===== config.mk =====
export PLATFORM = sky130hd
export DESIGN_NAME = ext_ram_fifo_ctrl
export DESIGN_NICKNAME = d
export VERILOG_FILES = /design/src/rtl/ext_ram_fifo_pkg.sv /design/src/rtl/ext_ram_fifo_rd_pipe.sv /design/src/rtl/ext_ram_fifo_ctrl.sv
export SDC_FILE = /design/constraint.sdc
export NUM_CORES = 1
export LEC_CHECK = 0
export CORE_MARGIN = 8
export CORE_UTILIZATION = 40
export DETAILED_ROUTE_END_ITERATION = 10
export PLACE_DENSITY_LB_ADDON = 0.08
export SYNTH_ARGS = -nofsm -noshare
export SYNTH_HDL_FRONTEND = slang
export SYNTH_HIERARCHICAL = 1
export SYNTH_SLANG_ARGS = --single-unit

===== constraint.sdc =====
create_clock -name iclk -period 5 [get_ports iclk]
set_clock_uncertainty 0.1 [all_clocks]
set_input_delay 0.75 -clock iclk [delete_from_list [all_inputs] [get_ports iclk]]
set_output_delay 0.75 -clock iclk [all_outputs]
set_load 0.02 [all_outputs]

===== src/rtl/ext_ram_fifo_pkg.sv =====
// Shared constants, types and helpers for the external-RAM multi-channel FIFO controller.
package ext_ram_fifo_pkg;

  localparam int cRD_LAT_MAX = 4;
  localparam int cCW_MAX     = 4;

  typedef struct packed {
    logic               vld;
    logic [cCW_MAX-1:0] ch;
  } t_rd_tag;

  // Channel index width; a single channel still needs a 1-bit index port.
  function automatic int fn_clog2_min1(input int n);
    return (n <= 2) ? 1 : $clog2(n);
  endfunction

endpackage


===== src/rtl/ext_ram_fifo_rd_pipe.sv =====
// Read-return path: delays the valid/channel tag by the RAM read latency and
// registers the returned RAM word together with its tag.
module ext_ram_fifo_rd_pipe
  import ext_ram_fifo_pkg::*;
#(
  parameter int pW      = 36,
  parameter int pCW     = 2,
  parameter int pRD_LAT = 2
) (
  input  logic           iclk,
  input  logic           irst,
  input  logic           iclk_ena,
  input  t_rd_tag        itag,
  input  logic [pW-1:0]  iram_dat,
  output logic           oval,
  output logic [pCW-1:0] och,
  output logic [pW-1:0]  ordat
);

  localparam int cLAT = (pRD_LAT < 1) ? 1 :
                        (pRD_LAT > cRD_LAT_MAX) ? cRD_LAT_MAX : pRD_LAT;

  t_rd_tag        tag_q [cLAT];
  t_rd_tag        tag_d [cLAT];
  logic           oval_q, oval_d;
  logic [pCW-1:0] och_q, och_d;
  logic [pW-1:0]  ordat_q, ordat_d;
  logic           unused_ok;

  always_comb begin
    tag_d[0] = itag;
    for (int i = 1; i < cLAT; i++) tag_d[i] = tag_q[i-1];
    oval_d  = tag_q[cLAT-1].vld;
    och_d   = tag_q[cLAT-1].ch[pCW-1:0];
    ordat_d = tag_q[cLAT-1].vld ? iram_dat : ordat_q;
  end

  assign unused_ok = &{1'b0, tag_q[cLAT-1].ch};

  // Tag line stage cLAT-1 lines up with iram_dat; output register follows.
  always_ff @(posedge iclk) begin
    if (irst) begin
      for (int i = 0; i < cLAT; i++) tag_q[i] <= '0;
      oval_q  <= 1'b0;
      och_q   <= '0;
      ordat_q <= '0;
    end else if (iclk_ena) begin
      for (int i = 0; i < cLAT; i++) tag_q[i] <= tag_d[i];
      oval_q  <= oval_d;
      och_q   <= och_d;
      ordat_q <= ordat_d;
    end
  end

  assign oval  = oval_q;
  assign och   = och_q;
  assign ordat = ordat_q;

endmodule


===== src/rtl/ext_ram_fifo_ctrl.sv =====
// Multi-channel ring-buffer FIFO controller for an external simple-dual-port RAM.
// Optional fill-count output ousedw is enabled by defining EXT_RAM_FIFO_USEDW_EN.
module ext_ram_fifo_ctrl
  import ext_ram_fifo_pkg::*;
#(
  parameter  int pW      = 36,
  parameter  int pA      = 18,
  parameter  int pCH     = 4,
  parameter  int pRD_LAT = 2,
  localparam int pCW     = fn_clog2_min1(pCH),
  localparam int pDA     = pA - pCW
) (
  input  logic           iclk,
  input  logic           irst,
  input  logic           iclk_ena,
  input  logic           iena,
  input  logic [pCW-1:0] ich,
  input  logic [pW-1:0]  idat,
  input  logic           irdreq,
  input  logic [pCW-1:0] irdch,
  input  logic           iclr_flags,
  output logic           owrena,
  output logic [pA-1:0]  owr_adr,
  output logic [pW-1:0]  odat,
  output logic           ordena,
  output logic [pA-1:0]  ord_adr,
  input  logic [pW-1:0]  iram_dat,
  output logic           oval,
  output logic [pCW-1:0] och,
  output logic [pW-1:0]  ordat,
  output logic [pCH-1:0] ofull,
  output logic [pCH-1:0] oempty,
  output logic [pCH-1:0] oovf,
  output logic [pCH-1:0] oudf
`ifdef EXT_RAM_FIFO_USEDW_EN
 ,output logic [pCH*(pDA+1)-1:0] ousedw
`endif
);

  localparam int pPW = pDA + 1;

  logic [pPW-1:0] wr_ptr_q [pCH];
  logic [pPW-1:0] wr_ptr_d [pCH];
  logic [pPW-1:0] rd_ptr_q [pCH];
  logic [pPW-1:0] rd_ptr_d [pCH];
  logic           owrena_q, owrena_d;
  logic [pA-1:0]  owr_adr_q, owr_adr_d;
  logic [pW-1:0]  odat_q, odat_d;
  logic           ordena_q, ordena_d;
  logic [pA-1:0]  ord_adr_q, ord_adr_d;
  logic [pCH-1:0] full_q, full_d;
  logic [pCH-1:0] empty_q, empty_d;
  logic [pCH-1:0] ovf_q, ovf_d;
  logic [pCH-1:0] udf_q, udf_d;
  logic           wr_ok, rd_ok;
  logic [pDA-1:0] wr_lo, rd_lo;
  t_rd_tag        rd_tag;

  // Both requests are judged against the flags registered last cycle, so a
  // same-cycle read never makes room for a write and vice versa.
  always_comb begin
    wr_ok   = 1'b0;
    rd_ok   = 1'b0;
    wr_lo   = '0;
    rd_lo   = '0;
    full_d  = full_q;
    empty_d = empty_q;
    ovf_d   = ovf_q;
    udf_d   = udf_q;
    for (int c = 0; c < pCH; c++) begin
      logic wsel, rsel;
      wsel        = iena && (int'(ich) == c);
      rsel        = irdreq && (int'(irdch) == c);
      wr_ptr_d[c] = wr_ptr_q[c];
      rd_ptr_d[c] = rd_ptr_q[c];
      if (wsel) wr_lo = wr_ptr_q[c][pDA-1:0];
      if (rsel) rd_lo = rd_ptr_q[c][pDA-1:0];
      if (wsel && !full_q[c]) begin
        wr_ok       = 1'b1;
        wr_ptr_d[c] = wr_ptr_q[c] + 1'b1;
      end
      if (rsel && !empty_q[c]) begin
        rd_ok       = 1'b1;
        rd_ptr_d[c] = rd_ptr_q[c] + 1'b1;
      end
      ovf_d[c]   = (ovf_q[c] & ~iclr_flags) | (wsel & full_q[c]);
      udf_d[c]   = (udf_q[c] & ~iclr_flags) | (rsel & empty_q[c]);
      empty_d[c] = (wr_ptr_d[c] == rd_ptr_d[c]);
      full_d[c]  = (wr_ptr_d[c][pDA-1:0] == rd_ptr_d[c][pDA-1:0]) &&
                   (wr_ptr_d[c][pDA] != rd_ptr_d[c][pDA]);
    end
    owrena_d  = wr_ok;
    owr_adr_d = wr_ok ? {ich, wr_lo} : owr_adr_q;
    odat_d    = wr_ok ? idat : odat_q;
    ordena_d  = rd_ok;
    ord_adr_d = rd_ok ? {irdch, rd_lo} : ord_adr_q;
  end

  always_ff @(posedge iclk) begin
    if (irst) begin
      for (int c = 0; c < pCH; c++) begin
        wr_ptr_q[c] <= '0;
        rd_ptr_q[c] <= '0;
      end
      owrena_q  <= 1'b0;
      owr_adr_q <= '0;
      odat_q    <= '0;
      ordena_q  <= 1'b0;
      ord_adr_q <= '0;
      full_q    <= '0;
      empty_q   <= '1;
      ovf_q     <= '0;
      udf_q     <= '0;
    end else if (iclk_ena) begin
      for (int c = 0; c < pCH; c++) begin
        wr_ptr_q[c] <= wr_ptr_d[c];
        rd_ptr_q[c] <= rd_ptr_d[c];
      end
      owrena_q  <= owrena_d;
      owr_adr_q <= owr_adr_d;
      odat_q    <= odat_d;
      ordena_q  <= ordena_d;
      ord_adr_q <= ord_adr_d;
      full_q    <= full_d;
      empty_q   <= empty_d;
      ovf_q     <= ovf_d;
      udf_q     <= udf_d;
    end
  end

`ifdef EXT_RAM_FIFO_USEDW_EN
  logic [pCH*pPW-1:0] usedw_q, usedw_d;

  always_comb begin
    usedw_d = '0;
    for (int c = 0; c < pCH; c++) usedw_d[c*pPW +: pPW] = wr_ptr_d[c] - rd_ptr_d[c];
  end

  always_ff @(posedge iclk) begin
    if (irst)          usedw_q <= '0;
    else if (iclk_ena) usedw_q <= usedw_d;
  end

  assign ousedw = usedw_q;
`endif

  // The channel of a read travels with it as part of the address.
  always_comb begin
    rd_tag     = '0;
    rd_tag.vld = ordena_q;
    rd_tag.ch  = cCW_MAX'(ord_adr_q[pA-1 -: pCW]);
  end

  ext_ram_fifo_rd_pipe #(
    .pW      (pW),
    .pCW     (pCW),
    .pRD_LAT (pRD_LAT)
  ) u_rd_pipe (
    .iclk     (iclk),
    .irst     (irst),
    .iclk_ena (iclk_ena),
    .itag     (rd_tag),
    .iram_dat (iram_dat),
    .oval     (oval),
    .och      (och),
    .ordat    (ordat)
  );

  assign owrena  = owrena_q;
  assign owr_adr = owr_adr_q;
  assign odat    = odat_q;
  assign ordena  = ordena_q;
  assign ord_adr = ord_adr_q;
  assign ofull   = full_q;
  assign oempty  = empty_q;
  assign oovf    = ovf_q;
  assign oudf    = udf_q;

endmodule


Figure 1. Sequential cells colored by netlist name.
Bar = 50 microns. Other sequential cells in the stronger gray, the rest of the logic in the fainter gray.
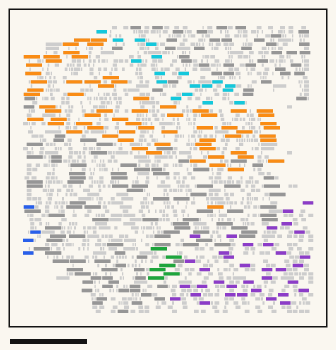
color	name in the netlist	placed flops
orange	wr_ptr_q	68
purple	u_rd_pipe/ordat	36
cyan	owr_adr	18
green	u_rd_pipe/tag_q	6
blue	oudf	4
not colored	139
flop share of the area: 38.3%
final core utilization: 50.3%
Reg area: 6850 sq um
sequential power: 0.00260 W

Figure 2. Placed standard cells.
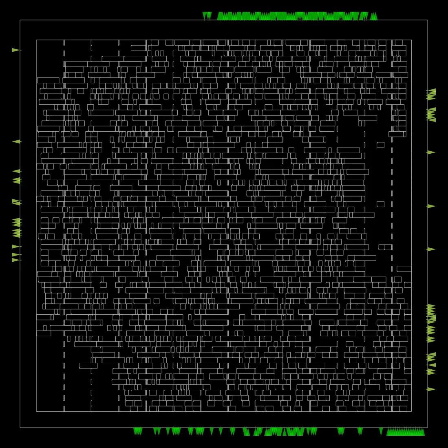
Row Count: 69
core area: 35,600 sq um

Figure 3. Cell density map.
The die is cut into 21 by 21 equal tiles; white is low, dark blue is high, 0 to 100% covered.
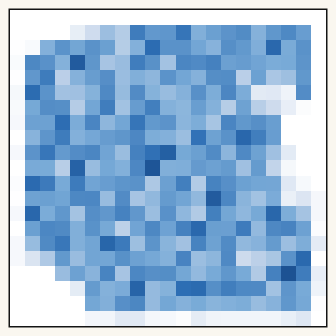
fullest tile	86%
nearly empty tiles	16%
mean over tiles	41%
densest ninth of the die	center
emptiest ninth of the die	south-west
tiles over 75% full	4.5%

Figure 4. Signal wires on met3.
Bar = 50 microns.
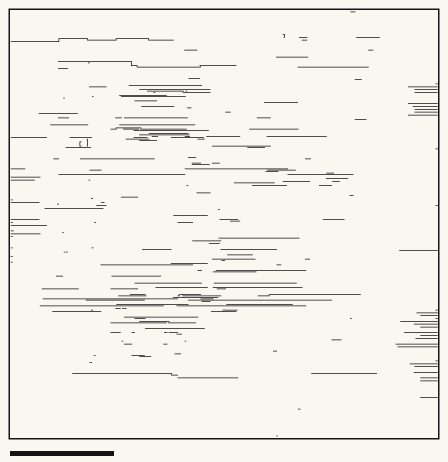
nets with wire on the layer	157
longest straight run	69.0 microns
M3 GR Usage: 3.15%
vias: 11,700

Figure 5. Placement by cell class.
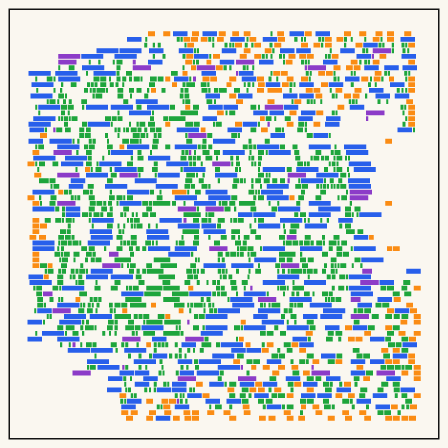
color	class	cells	share of their area
orange	remaining buffers and delay cells	242	14%
green	remaining logic cells	1,084	41%
blue	registers	271	40%
purple	clock drivers and dummy loads	57	5.8%
Finished Cell Area: 17,900 sq um

==> run notes <==
fresh numbers from the pnr run: Clock Latency Late Sink 560 ps, Comb area 7020 sq um, antenna diode count 0, DRC 0, clk sink count 271, met2 WL 22,900 microns, Worst Tran Pin Value 916 ps, vias per cell 5.51, Placed Cells 2,058, Top pwr grp registers, r2r worst-path depth 9, hold endpoint odat[29], GP Congestion 0.894, die footprint 42,400 sq um, Port Buffers 210, Period minus WS final 3660 ps, Net Switching 0.00147 W, DP Wirelength 33,700 microns, largest net degree at the start of global routing 81, CTS clk-pin slew, worst paths 60 ps, layout cell share with drive strength beyond 1 11.0%, Crit Path Max Fanout 10, Detailed Route WL 46,100 microns, status complete, no violations, met2 Track Usage GR 36.0%, multi-input combinational area share 39.2%, CP Cell Sequence clkdlybuf4s50_1 -> or4b_1 -> nor3_4 -> nand3_1 -> xor2_1 -> xnor2_1 -> o2111ai_1 -> or4_4 -> o31ai_2, Post-DRT Antenna Nets 0, hold_buf cts 0, Top Metal Used met4, hold depth 2, Met1 Routed Length 19,000 microns, hold crit path type flip-flop to flip-flop, top flop regs rd_ptr_q (68), wr_ptr_q (68), Starting DRT DRC Count 916, Max Freq 273 MHz, Placed Area 16,900 sq um, antenna violations before repair 0, I/O Pins 211, final hold slack 353 ps, Num CTS Buffers 31, power per cell area 313 nW/um^2, Reg power frac 46.4%
Power figures rest on the tool's default switching activity, not on a simulated workload.
